run_1/final_placement.png
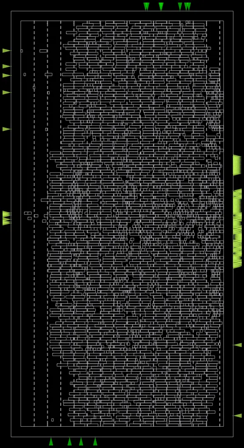
run_1/registers.png
Other sequential cells in the stronger grey, the rest of the logic in the fainter grey.
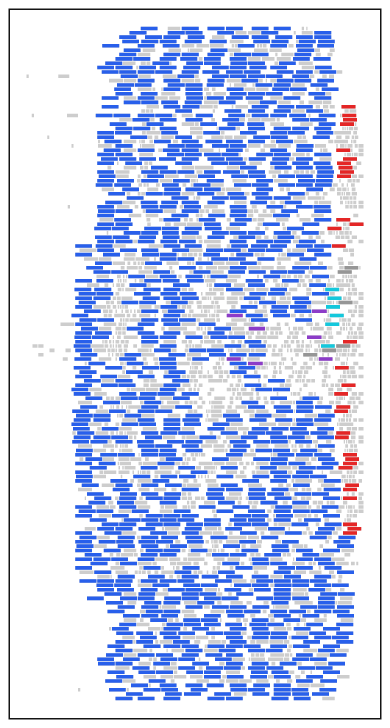
run_1/cell_classes.png
Fill, decap, tap and diode cells in grey.
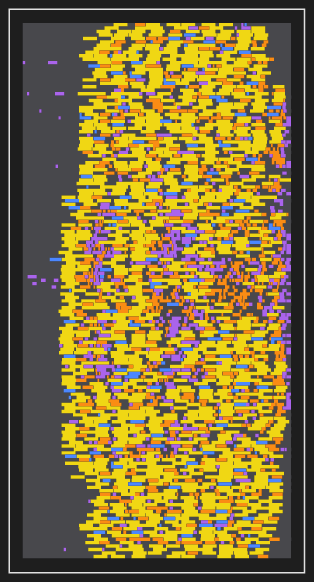
run_1/wire_density.png
Bar = 50 microns. The die is cut into 12 by 22 equal tiles; black is low, pale yellow is high, scaled to the fullest tile. Values are wire area over tile area, all layers added.
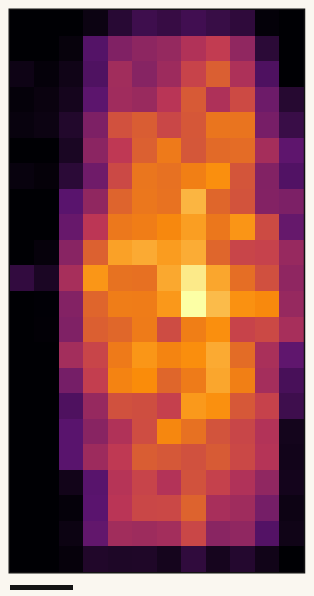
<file path="config.mk">
export PLATFORM = sky130hd
export DESIGN_NAME = stream_token_sink
export DESIGN_NICKNAME = d
export VERILOG_FILES = /design/src/rtl/sparse_token_pkg.sv /design/src/rtl/stream_token_sink_lfsr16.sv /design/src/rtl/stream_token_sink.sv
export SDC_FILE = /design/constraint.sdc
export NUM_CORES = 1
export LEC_CHECK = 0
export CAP_MARGIN = 10
export CORE_ASPECT_RATIO = 2
export CORE_MARGIN = 10
export CORE_UTILIZATION = 50
export DETAILED_ROUTE_END_ITERATION = 10
export PLACE_DENSITY = 0.69
export SKIP_LAST_GASP = 1
export SYNTH_ARGS = -nofsm -noshare
export SYNTH_HDL_FRONTEND = slang
export SYNTH_SLANG_ARGS = --single-unit
export TNS_END_PERCENT = 20
</file>
<file path="constraint.sdc">
create_clock -name clk -period 2.97 [get_ports clk]
set_clock_uncertainty 0.1 [all_clocks]
set_input_delay 0.594 -clock clk [delete_from_list [all_inputs] [get_ports clk]]
set_output_delay 0.594 -clock clk [all_outputs]
set_load 0.01 [all_outputs]
</file>
<file path="src/rtl/sparse_token_pkg.sv">
// Shared definitions for the 17-bit sparse ready/valid token stream.
package sparse_token_pkg;

  localparam int unsigned TOKEN_W = 17;

  typedef logic [TOKEN_W-1:0] token_t;

  // Control tokens carry bit16=1; DONE is {1, 8'h01, 8'h00}, STOP(L) is {1, 8'h00, L}
  localparam token_t DONE_TOKEN = 17'h10100;

  typedef enum logic [1:0] {
    ST_IDLE = 2'd0,
    ST_RUN  = 2'd1,
    ST_DONE = 2'd2
  } sink_state_e;

  function automatic logic is_done(input token_t t);
    return t == DONE_TOKEN;
  endfunction

  function automatic logic is_stop(input token_t t);
    return t[16] && (t[15:8] == 8'h00);
  endfunction

  function automatic logic [7:0] stop_lvl(input token_t t);
    return t[7:0];
  endfunction

endpackage

</file>
<file path="src/rtl/stream_token_sink_lfsr16.sv">
// 16-bit Galois LFSR (taps 16,14,13,11) used for reproducible backpressure.
module lfsr16 #(
  parameter logic [15:0] SEED = 16'hACE1
) (
  input  logic        clk,
  input  logic        rst_n,
  input  logic        en,
  output logic [15:0] state
);

  logic [15:0] state_q;
  logic [15:0] state_d;

  // Next state: shift right, fold the feedback polynomial in when the LSB falls out
  always_comb begin
    state_d = state_q;
    if (en) begin
      state_d = {1'b0, state_q[15:1]} ^ (state_q[0] ? 16'hB400 : 16'h0000);
    end
  end

  // State register, reseeded on reset
  always_ff @(posedge clk or negedge rst_n) begin
    if (!rst_n) begin
      state_q <= SEED;
    end else begin
      state_q <= state_d;
    end
  end

  assign state = state_q;

endmodule

</file>
<file path="src/rtl/stream_token_sink.sv">
// Sparse token stream sink: checks accepted tokens against a preloaded expected RAM
// and reports done / first mismatch / overflow / token and cycle counts.
// Optional macro STREAM_SINK_STALL_EN adds LFSR-driven pseudo-random backpressure.
module stream_token_sink
  import sparse_token_pkg::*;
#(
  parameter int unsigned DEPTH      = 64,
  parameter logic [15:0] LFSR_SEED  = 16'hACE1,
  parameter logic [15:0] STALL_MASK = 16'h0003,
  localparam int unsigned AW        = $clog2(DEPTH)
) (
  input  logic               clk,
  input  logic               rst_n,
  input  logic               clk_en,
  input  logic               flush,
  input  logic               tile_en,
  input  logic               start,
  input  logic               exp_wr_en,
  input  logic [AW-1:0]      exp_wr_addr,
  input  logic [TOKEN_W-1:0] exp_wr_data,
  input  logic [TOKEN_W-1:0] data_in,
  input  logic               data_in_valid,
  output logic               data_in_ready,
  output logic               done,
  output logic               mismatch,
  output logic [AW-1:0]      mismatch_idx,
  output logic               overflow,
  output logic [AW:0]        token_count,
  output logic [31:0]        cycle_count
);

  sink_state_e   state_q, state_d;
  logic          done_q, done_d;
  logic          mismatch_q, mismatch_d;
  logic [AW-1:0] mismatch_idx_q, mismatch_idx_d;
  logic          overflow_q, overflow_d;
  logic [AW:0]   token_count_q, token_count_d;
  logic [31:0]   cycle_count_q, cycle_count_d;
  logic          armed_q, armed_d;

  logic          stall_ok_c;
  logic          xfer_c;
  logic          ram_we_c;
  token_t        exp_tok_c;
  logic          clr_c;

  token_t        ram_q [DEPTH];

`ifdef STREAM_SINK_STALL_EN
  logic [15:0] lfsr_state;

  lfsr16 #(
    .SEED (LFSR_SEED)
  ) u_lfsr (
    .clk   (clk),
    .rst_n (rst_n),
    .en    (clk_en && (state_q == ST_RUN)),
    .state (lfsr_state)
  );

  assign stall_ok_c = (lfsr_state & STALL_MASK) != 16'h0000;
`else
  logic [31:0] unused_stall_params_c;

  assign unused_stall_params_c = {LFSR_SEED, STALL_MASK};
  assign stall_ok_c            = 1'b1;
`endif

  // Ready depends only on state, enables and the LFSR, never on valid
  assign data_in_ready = clk_en && tile_en && (state_q == ST_RUN) && stall_ok_c;
  assign xfer_c        = data_in_valid && data_in_ready;
  assign exp_tok_c     = ram_q[token_count_q[AW-1:0]];
  assign ram_we_c      = clk_en && exp_wr_en && (state_q == ST_IDLE);

  // Expected-token RAM: writable only while idle, contents survive reset and flush
  always_ff @(posedge clk) begin
    if (ram_we_c) begin
      ram_q[exp_wr_addr] <= exp_wr_data;
    end
  end

  // Next-state, compare and counter logic
  always_comb begin
    state_d        = state_q;
    done_d         = done_q;
    mismatch_d     = mismatch_q;
    mismatch_idx_d = mismatch_idx_q;
    overflow_d     = overflow_q;
    token_count_d  = token_count_q;
    cycle_count_d  = cycle_count_q;
    armed_d        = armed_q;
    clr_c          = 1'b0;

    if (clk_en) begin
      if (flush) begin
        state_d = ST_IDLE;
        clr_c   = 1'b1;
      end else begin
        unique case (state_q)
          ST_IDLE: begin
            if (start && tile_en) begin
              state_d = ST_RUN;
              clr_c   = 1'b1;
            end
          end
          ST_RUN: begin
            // The arming cycle itself is counted so the window is inclusive
            if (data_in_valid) begin
              armed_d = 1'b1;
            end
            if ((armed_q || data_in_valid) && (cycle_count_q != 32'hFFFF_FFFF)) begin
              cycle_count_d = cycle_count_q + 32'd1;
            end
            if (xfer_c) begin
              token_count_d = token_count_q + (AW+1)'(1);
              if ((data_in != exp_tok_c) && !mismatch_q) begin
                mismatch_d     = 1'b1;
                mismatch_idx_d = token_count_q[AW-1:0];
              end
              if (is_done(data_in)) begin
                state_d = ST_DONE;
                done_d  = 1'b1;
              end else if (token_count_q == (AW+1)'(DEPTH - 1)) begin
                state_d    = ST_DONE;
                done_d     = 1'b1;
                overflow_d = 1'b1;
              end
            end
          end
          ST_DONE: begin
            if (start) begin
              state_d = ST_RUN;
              clr_c   = 1'b1;
            end
          end
          default: begin
            state_d = ST_IDLE;
            clr_c   = 1'b1;
          end
        endcase
      end
    end

    if (clr_c) begin
      done_d         = 1'b0;
      mismatch_d     = 1'b0;
      mismatch_idx_d = '0;
      overflow_d     = 1'b0;
      token_count_d  = '0;
      cycle_count_d  = '0;
      armed_d        = 1'b0;
    end
  end

  // Run-state registers
  always_ff @(posedge clk or negedge rst_n) begin
    if (!rst_n) begin
      state_q        <= ST_IDLE;
      done_q         <= 1'b0;
      mismatch_q     <= 1'b0;
      mismatch_idx_q <= '0;
      overflow_q     <= 1'b0;
      token_count_q  <= '0;
      cycle_count_q  <= '0;
      armed_q        <= 1'b0;
    end else begin
      state_q        <= state_d;
      done_q         <= done_d;
      mismatch_q     <= mismatch_d;
      mismatch_idx_q <= mismatch_idx_d;
      overflow_q     <= overflow_d;
      token_count_q  <= token_count_d;
      cycle_count_q  <= cycle_count_d;
      armed_q        <= armed_d;
    end
  end

  assign done         = done_q;
  assign mismatch     = mismatch_q;
  assign mismatch_idx = mismatch_idx_q;
  assign overflow     = overflow_q;
  assign token_count  = token_count_q;
  assign cycle_count  = cycle_count_q;

endmodule

</file>
==> summary.txt, run 1 <==
Gpl congestion: 0.924
Antenna fix cells: 0
Top area cell types: edfxtp_1, mux4_2, mux2i_1
Nets: 2768
P&R area growth vs syn: 20.9%
CP Class: reg2reg
Comb gates: 959
Logic area: 0.0102 sq mm
Gr usage total: 25.3%
Routed WL per cell: 32.7 microns
Critical path required time: 3.44 ns
Worst Hold Class: in2reg
Comb area share: 19.0%
Number of global-route vias before repair: 25.8k
Longest Clk Path Bufs: 3
Full die area: 0.102 sq mm
Max Cap Viol: 0
Outcome: finished with violations
Yosys cell count: 2224
YS chip area: 0.0447 sq mm
Layout clock area frac: 5.41%
Fin Setup TNS: -5.30 ns
Post-synth regs: 1139
Seq cells: 1139
Iter 0 DRT Violations: 2790
Post-synth cell types: 65
Final Setup Violations: 10
Global route hottest layer: met2
LEAKAGE: 17.4 nW
PortBufs: 96
Syn Std Cell Area: 0.0447 sq mm
Fin. Hold Viols: 0
Core box area: 0.0890 sq mm
Design Power: 0.0307 W
Yosys warning tally: 0
M2 GR Usage: 44.7%
Fin worst setup slack: -0.682 ns
Failing checks: setup timing
Die height: 443 microns
Antenna Nets Post-Route: 0
Crit-path max cell delay: 0.59 ns
Clock slew at reported path FFs: 0.07 ns
Non-Clock Inverter Count: 8
Mapped Avg Cell Area: 20.1 sq um
Clock root buffer: clkbuf_16
CTS Buf Count: 90
Final WL: 130 mm
Init Core Util: 50.2%
## Picture notes: final_placement.png
Filler cells: 6116
Core Util, Final: 60.6%
sequential share of cell area: 62.9%
Post-Layout Cell Count: 3968

## Picture notes: registers.png
purple -> token_count  # placed flops 7
red -> cycle_count  # placed flops 32
cyan -> mismatch_idx  # placed flops 6, where east
blue -> ram_q  # placed flops 1088
not coloured = 6
Sequential Power: 0.0176 W
FF/Latch Area: 0.0340 sq mm

## Picture notes: cell_classes.png
orange -> all other logic  # cells 967, share of their area 20%
purple -> other buffers and delay cells  # cells 520, share of their area 10%
yellow -> flip-flops  # cells 1139, share of their area 65%
blue -> clock drivers and dummy loads  # cells 165, share of their area 5.6%

## Picture notes: wire_density.png
tiles over half the peak = 41%
mean over tiles = 0.21
nearly empty tiles = 17%

-- run 1: metrics by stage --
stage	hold slack (ns)	cells	cell area, sq um
2_1_floorplan	0.198	2224	44800
3_3_place_gp	0.375	3779	50500
3_5_place_dp	0.398	3779	50500
4_1_cts	0.144	3961	53800
5_1_grt	0.162	3968	54000
6_report	0.177	3968	54000
-- run 1: synth_stat cells, types with 8 or more instances --
| library cell | n |
|---|---|
| buf_2 | 24 |
| mux2_2 | 14 |
| nand4_1 | 15 |
| mux4_2 | 216 |
| xor2_1 | 30 |
| nand3_1 | 21 |
| o221ai_1 | 40 |
| a21oi_1 | 41 |
| and2_1 | 16 |
| dfrtp_1 | 51 |
| buf_1 | 16 |
| nand3b_1 | 8 |
| clkbuf_1 | 53 |
| a2bb2oi_1 | 11 |
| a221oi_1 | 12 |
| a22oi_1 | 16 |
| nor2b_1 | 11 |
| nand2_1 | 58 |
| a22o_1 | 18 |
| buf_4 | 18 |
| o21ai_0 | 19 |
| or3_1 | 8 |
| nor2_1 | 130 |
| mux2i_1 | 142 |
| o22ai_1 | 15 |
| edfxtp_1 | 1088 |
| a211o_1 | 11 |
| a211oi_1 | 13 |
| xnor2_1 | 24 |
-- run 1: state kept, by name (all words and copies together) (netlist names) --
name	cells
overflow	1
mismatch	1
token_count	7
armed_q	1
done	1
mismatch_idx	6
state_q	2
cycle_count	32
ram_q	1088
-- run 1: power by group --
group / internal (W) / total [W] / switching, W / leakage [nW]
logic: 0.000421 / 0.00108 / 0.000660 / 5.50
registers: 0.0176 / 0.0176 / 0.0000137 / 10.5
clock network: 0.00644 / 0.0120 / 0.00559 / 1.41
total: 0.0245 / 0.0307 / 0.00626 / 17.4
-- run 1: worst max-delay path: cells and delay by family, from the launching register on --
kind	cells	cell delay, ns
flip-flops	1	0.45
buffers and inverters	4	0.65
XOR/XNOR	1	0.06
AND-OR/OR-AND	4	1.32
multiplexers	2	0.73
AND/OR/NAND/NOR	1	0.19
-- run 1: final timing paths --
path | startpoint | to | slack (ns) | cells past startpoint
min in group asynchronous | rst_n | armed_q$_DFFE_PN0P_ | 0.32 | 2
hold reg to reg | overflow$_DFFE_PN0P_ | overflow$_DFFE_PN0P_ | 0.41 | 2
max in group asynchronous | rst_n | cycle_count[17]$_DFFE_PN0P_ | 1.77 | 3
hold / removal | exp_wr_data[11] | ram_q[53][11]$_DFFE_PP_ | 0.18 | 1
setup / recovery | token_count[0]$_DFFE_PN0P_ | mismatch_idx[3]$_DFFE_PN0P_ | -0.68 | 12
setup reg to reg | token_count[0]$_DFFE_PN0P_ | mismatch_idx[3]$_DFFE_PN0P_ | -0.68 | 12
-- run 1: repair_timing --
| item | CTS | global route |
|---|---|---|
| gates resized | 26 | 7 |
| setup endpoints to repair | 10 | 13 |
| pin swaps | 6 | 4 |
| hold buffers | 1 | 0 |
| gates cloned | 5 | 2 |
| setup buffers | 11 | 5 |
| hold endpoints to repair | 19 | 0 |
-- run 1: cell families after synthesis --
family	Yosys count	synth area share, %
and+or+nand+nor	302	3.24
AOI/OAI and AO/OA	229	3.79
muxes	372	14.4
buffers and inverters	126	1.40
xor gates and xnor gates	54	1.06
adders and majority gates	2	0.0560
DFF	1139	76.0
==> run 1 -> run 2 <==
--- a/config.mk
+++ b/config.mk
@@ -10,7 +10,8 @@
 export CORE_MARGIN = 10
 export CORE_UTILIZATION = 50
 export DETAILED_ROUTE_END_ITERATION = 10
-export PLACE_DENSITY = 0.69
+export GPL_ROUTABILITY_DRIVEN = 0
+export PLACE_DENSITY = 0.75
 export SKIP_LAST_GASP = 1
 export SYNTH_ARGS = -nofsm -noshare
 export SYNTH_HDL_FRONTEND = slang
==> constraint.sdc (replaced) <==
create_clock -name clk -period 4.48 [get_ports clk]
set_clock_uncertainty 0.1 [all_clocks]
set_input_delay 0.896 -clock clk [delete_from_list [all_inputs] [get_ports clk]]
set_output_delay 0.896 -clock clk [all_outputs]
set_load 0.01 [all_outputs]
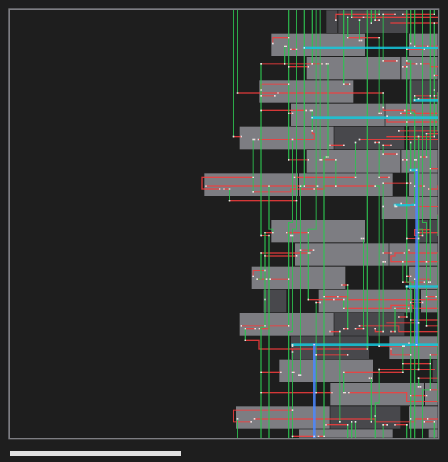
run_2/zoom.png
Bar = 20 microns. Region (33, 86) to (83, 136) microns. Cells in grey, sequential cells in the stronger grey; small squares are vias.
cyan -> met3
blue -> met4
green -> met2
red -> met1
cells with their middle in the window = 28
netlist names of flops here include = ram_q (20)
sequential cells in the window = 20
most frequent = edfxtp_1 (20), mux4_2 (4)

==> summary.txt, run 2 <==
Outcome: complete, no violations
CP Class: reg2reg
Internal power: 0.0161 W (-34%)
Yosys warning tally: 0 (unchanged)
Worst reg2reg path startpoint: token_count[0]$_DFFE_PN0P_
Filler cells: 6308 (+3.1%)
CTS Buf Count: 87 (-3.3%)
Adder Share, Synth: 0.0560% (unchanged)
Largest reg by FF count: ram_q
Post-synth regs: 1139 (unchanged)
Synth top cells by count: edfxtp_1, mux4_2, mux2i_1
Synth logic family: multiplexers
Clk network pwr share: 38.9% (-0.2 points)
Antenna Nets Post-Route: 0 (unchanged)
Reg2reg path depth: 11 (-1)
Antenna fix cells: 0 (unchanged)
Post-CTS setup buffer count: 0 (-11)
Post-Synth Simple-Gate Area: 3.24% (unchanged)
Core box area: 0.0890 sq mm (unchanged)
Nets: 2516 (-9.1%)
Syn Std Cell Area: 0.0447 sq mm (unchanged)
Clk sinks: 1139
Clock root buffer: clkbuf_16
Max Cap Viol: 0 (unchanged)
Init Core Util: 50.2% (unchanged)
Worst path top cell family by delay: multiplexers
Fin worst setup slack: 0.336 ns (+1.02 ns)
Fin. Hold Viols: 0 (unchanged)
Worst path depth: 11 (-1)
# hold bufs at CTS: 0 (-1)
Crit path to: mismatch_idx[1]$_DFFE_PN0P_
Post-synth cell types: 65 (unchanged)
Crit-path max cell delay: 0.70 ns (+0.11 ns)
Flop pwr share: 58.1% (+0.8 points)
Iter 0 DRT Violations: 2701 (-3.2%)
LEAKAGE: 15.7 nW (-9.5%)
PortBufs: 96 (unchanged)
Fin Setup TNS: 0 ns (+5.30 ns)
Mapped Avg Cell Area: 20.1 sq um (unchanged)
Design Power: 0.0201 W (-35%)
Mux frac, synth: 14.4% (unchanged)
Yosys cell count: 2224 (unchanged)
WP buf/inv: 2 (-2)
Clock slew at reported path FFs: 0.08 ns (about the same)
Die height: 443 microns (unchanged)
Net switching power: 0.00400 W (-36%)
Max reg flops: 1088 (unchanged)
Die x size: 231 microns
Synth Area in Compound Gates: 3.79% (unchanged)
Worst Hold Class: in2async
Combinational share of power: 3.0% (-0.5 points)
Number of global-route vias before repair: 24.4k (-5.6%)
Reg-to-reg slack, setup: 0.34 ns (+1.02 ns)
XOR/XNOR share of the synthesized area: 1.06% (unchanged)
Post-cts resize count: 0 (-100%)
Critical path fanouts, max: 38
Yosys top cell by instances: edfxtp_1
Final Setup Violations: 0 (-10)
Longest Clk Path Bufs: 3 (unchanged)
Core Util, Final: 57.0% (-3.6 points)
Reg2Reg Capture Point: mismatch_idx[1]$_DFFE_PN0P_
Critical path required time: 4.91 ns (+1.47 ns)
Drt drc: 0
Top area cell types: edfxtp_1, mux4_2, mux2i_1
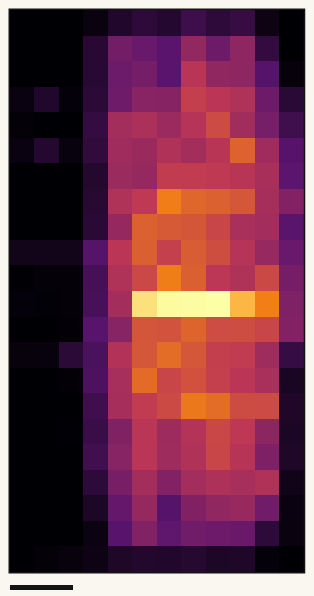
run_2/wire_density.png
Bar = 50 microns. The die is cut into 12 by 22 equal tiles; black is low, pale yellow is high, scaled to the fullest tile. Values are wire area over tile area, all layers added.
emptiest ninth of the die = south-west
nearly empty tiles = 22%
densest ninth of the die = centre
tiles over half the peak = 20%
mean over tiles = 0.21
gr usage total: 24.2%
via count: 24.0k
Routed WL per cell: 33.6 microns
final WL: 125 mm

-- run 2: cell types whose count changed in the layout (fill, tap and decap cells not counted), sizes merged --
| cell | change |
|---|---|
| bufbuf | -4 |
| bufinv | +2 |
| buf | -242 |
| inv | -3 |
| dlygate4sd3 | -1 |
| clkinv | -3 |
| clkbuf | -10 |
| clkinvlp | +2 |
-- run 2: power groups by stage --
stage | clock network, W | registers, W | logic (W)
floorplan | 0 | 0.0119 | 0.000264
global placement | 0 | 0.0119 | 0.000579
detailed placement | 0 | 0.0119 | 0.000600
CTS | 0.00789 | 0.0117 | 0.000602
global route | 0.00829 | 0.0117 | 0.000635
finish | 0.00782 | 0.0117 | 0.000607
-- run 2: through the flow --
stage / area, sq um / cells / hold WS (ns)
after floorplan: 44700 / 2224 / 0.357
after global placement: 47900 / 3554 / 0.375
after detailed placement: 47900 / 3554 / 0.385
after CTS: 50700 / 3709 / 0.103
after global routing: 50700 / 3709 / 0.139
final: 50700 / 3709 / 0.118
-- run 2: worst min path at each step --
| stage | endpoint | slack (ns) | cells after the start |
|---|---|---|---|
| global placement | armed_q$_DFFE_PN0P_ | 0.38 | 2 |
| finish | token_count[0]$_DFFE_PN0P_ | 0.12 | 1 |
| CTS | token_count[0]$_DFFE_PN0P_ | 0.10 | 1 |
| global route | token_count[0]$_DFFE_PN0P_ | 0.14 | 1 |
| floorplan | armed_q$_DFFE_PN0P_ | 0.36 | 2 |
| detailed placement | armed_q$_DFFE_PN0P_ | 0.39 | 2 |
-- run 2: layout make-up --
cell class / instances / area [sq um] / share of cell area (%)
multi-input combinational: 959 / 10100 / 19.9
inverter: 8 / 30.0 / 0.0592
clock inverter: 53 / 556 / 1.09
timing repair buffer: 271 / 2360 / 4.65
clock buffer: 102 / 2280 / 4.48
tap: 1177 / 1470 / 2.90
sequential: 1139 / 34000 / 66.9
-- run 2: logic make-up after synthesis --
family	after synthesis
multiplexers	372
adder cells (fa/ha/maj)	2
AND/OR/NAND/NOR	302
AND-OR/OR-AND	229
XOR/XNOR	54
flip-flops	1139
buffers and inverters	126
-- run 2: metal layers --
metal / vias up / track usage [%]
met5: - / 0
met4: 12 / 18.9
met3: 415 / 4.84
met2: 1497 / 41.7
met1: 12400 / 25.4
li1: 9623 / -
-- run 2: worst reg2reg max path, cell delays in order, from the launching register on --
cell and delay (ns):
dfrtp_4 0.70, buf_12 0.33, mux4_2 0.65, mux2_2 0.28, a211oi_1 0.25, buf_4 0.19
a21oi_1 0.05, xnor2_1 0.22, nand4_1 0.26, mux2_2 0.36, o31a_1 0.45, mux2i_1 0.18
==> run 2 -> run 3 <==
--- a/config.mk
+++ b/config.mk
@@ -6,7 +6,7 @@
 export NUM_CORES = 1
 export LEC_CHECK = 0
 export CAP_MARGIN = 10
-export CORE_ASPECT_RATIO = 2
+export CORE_ASPECT_RATIO = 0.5
 export CORE_MARGIN = 10
 export CORE_UTILIZATION = 50
 export DETAILED_ROUTE_END_ITERATION = 10
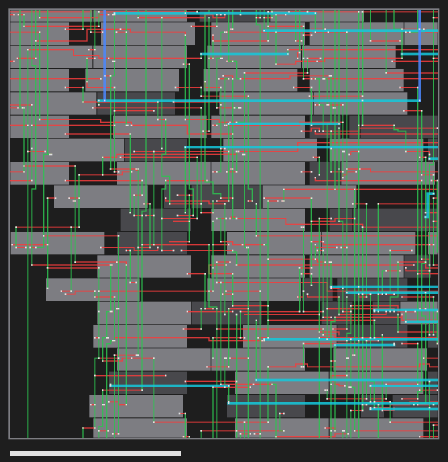
run_3/zoom.png
Bar = 20 microns. Region (86, 33) to (136, 83) microns. Cells in grey, sequential cells in the stronger grey; small squares are vias.
cyan -> met3
red -> met1
blue -> met4
green -> met2
most frequent = edfxtp_1 (51), mux4_2 (8)
cells with their middle in the window = 76
netlist names of flops here include = ram_q (51)
sequential cells in the window = 51

==> summary.txt, run 3 <==
Outcome: complete, no violations
Synth top cells by count: edfxtp_1, mux4_2, mux2i_1
Crit path to: mismatch_idx[3]$_DFFE_PN0P_
Number of global-route vias before repair: 23.6k (-3.2%)
# hold bufs at CTS: 0 (unchanged)
Max reg flops: 1088 (unchanged)
CTS Buf Count: 97 (+11%)
Syn Std Cell Area: 0.0447 sq mm (unchanged)
Yosys warning tally: 0 (unchanged)
Critical path fanouts, max: 23 (-39%)
Worst Hold Class: in2async
Critical path required time: 4.98 ns (+0.07 ns)
Top area cell types: edfxtp_1, mux4_2, mux2i_1
Max Cap Viol: 0 (unchanged)
Post-Layout Cell Count: 3736 (+0.73%)
Mapped Avg Cell Area: 20.1 sq um (unchanged)
First-pass detailed-route iteration total: 6
Iter 0 DRT Violations: 3640 (+35%)
Clk sinks: 1139 (unchanged)
Crit-path max cell delay: 0.57 ns (-0.13 ns)
Post-synth cell types: 65 (unchanged)
Via count: 24.1k (+0.44%)
Die x size: 443 microns (+91%)
Drt drc: 0 (unchanged)
Init Core Util: 50.5% (+0.33 points)
Yosys top cell by instances: edfxtp_1
Reg-to-reg slack, setup: 0.36 ns (+0.03 ns)
PortBufs: 96 (unchanged)
Yosys cell count: 2224 (unchanged)
# placed instances: 3549 (-0.14%)
Longest Clk Path Bufs: 3 (unchanged)
Largest reg by FF count: ram_q
Post-synth EDFFs: 1088
Final Setup Violations: 0 (unchanged)
Post-synth regs: 1139 (unchanged)
Final min period: 4.12 ns
Clock root buffer: clkbuf_16
Final WL: 117 mm (-6.3%)
Die height: 231 microns (-48%)
LEAKAGE: 16.0 nW (+1.9%)
CP Class: reg2reg
Reg2reg path depth: 11 (unchanged)
Post-cts resize count: 0 (unchanged)
Clock slew at reported path FFs: 0.07 ns (about the same)
Antenna Nets Post-Route: 0 (unchanged)
Slew @ Worst Pin: 1.30 ns
Part of the Yosys area used for sequential elements: 76.0%
Filler cells: 6222 (-1.4%)
Fin Setup TNS: 0 ns (unchanged)
Gr usage total: 22.3% (-1.9 points)
Fin. Hold Viols: 0 (unchanged)
Fin crit share: 91.9%
Critical path's slowest cell: dfrtp_4
Routed WL per cell: 31.2 microns (-6.9%)
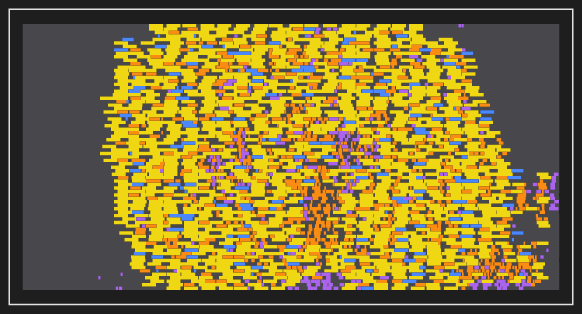
run_3/cell_classes.png
Fill, decap, tap and diode cells in grey.
blue -> clock drivers and dummy loads  # cells 180, share of their area 6.9%
yellow -> flip-flops  # cells 1139, share of their area 68%
purple -> other buffers and delay cells  # cells 261, share of their area 4.8%
orange -> all other logic  # cells 967, share of their area 20%
Design Area, Final: 0.0514 sq mm
core box area: 0.0884 sq mm

run 3: cell counts after synthesis:
Identical to the previous run, type by type.
run 3: per-stage QoR:
stage | total power [W] | setup slack, ns | util, % | hold slack [ns] | cell area, sq um
after global placement | 0.0125 | 0.377 | 54.2 | 0.372 | 47900
after floorplan | 0.0122 | 1.16 | - | 0.357 | 44700
after global routing | 0.0219 | 0.189 | 58.1 | 0.244 | 51400
after CTS | 0.0214 | 0.431 | 58.1 | 0.216 | 51400
after detailed placement | 0.0125 | 0.460 | 54.2 | 0.387 | 47900
final | 0.0214 | 0.365 | 58.2 | 0.224 | 51400
run 3: worst min path at each step:
stage	from	end	slack [ns]	cells after the start
floorplan	armed_q$_DFFE_PN0P_	armed_q$_DFFE_PN0P_	0.36	2
global placement	armed_q$_DFFE_PN0P_	armed_q$_DFFE_PN0P_	0.37	2
detailed placement	armed_q$_DFFE_PN0P_	armed_q$_DFFE_PN0P_	0.39	2
CTS	rst_n	cycle_count[18]$_DFFE_PN0P_	0.22	1
global route	rst_n	cycle_count[18]$_DFFE_PN0P_	0.24	1
finish	rst_n	cycle_count[18]$_DFFE_PN0P_	0.22	1
run 3: worst max-delay path, delay by kind of cell, from the launching register on:
family / cells / cell delay (ns)
AND-OR/OR-AND: 5 / 1.55
XOR/XNOR: 1 / 0.14
buffers and inverters: 2 / 0.68
flip-flops: 1 / 0.57
multiplexers: 2 / 0.80
AND/OR/NAND/NOR: 1 / 0.14
run 3: final cells by class:
| type | count | area, sq um | share of cell area [%] |
|---|---|---|---|
| clock buffers | 130 | 2750 | 5.34 |
| flip-flops and latches | 1139 | 34000 | 66.0 |
| diodes | 4 | 10.0 | 0.0195 |
| well taps | 1185 | 1480 | 2.88 |
| inverters | 8 | 30.0 | 0.0584 |
| multi-input cells | 959 | 10100 | 19.7 |
| clock inverters | 50 | 697 | 1.36 |
| repair buffers | 261 | 2370 | 4.61 |
run 3: metal layers:
metal  share of wire, %  vias up  GRT usage [%]
met3                 14      222           7.37
met5              0.011        -              0
li1                   -     9666              -
met2                 45     1708           33.2
met4                3.1        2           6.83
met1                 38    12500           31.3
run 3: cell families (layout without fill, tap and decap cells):
family | after synthesis | after routing | synth area share [%]
other | 0 | 4 | 0
AOI/OAI and AO/OA | 229 | 229 | 3.79
muxes | 372 | 372 | 14.4
xor gates and xnor gates | 54 | 54 | 1.06
DFF | 1139 | 1139 | 76.0
adders and majority gates | 2 | 2 | 0.0560
and+or+nand+nor | 302 | 302 | 3.24
buffers and inverters | 126 | 449 | 1.40
run 3: where the power goes:
| part | leakage, nW | internal (W) | switching (W) |
|---|---|---|---|
| combinational | 3.87 | 0.000210 | 0.000412 |
| clock | 1.68 | 0.00525 | 0.00380 |
| sequential | 10.5 | 0.0117 | 0.0000114 |
Power and IR drop assume default switching activity.
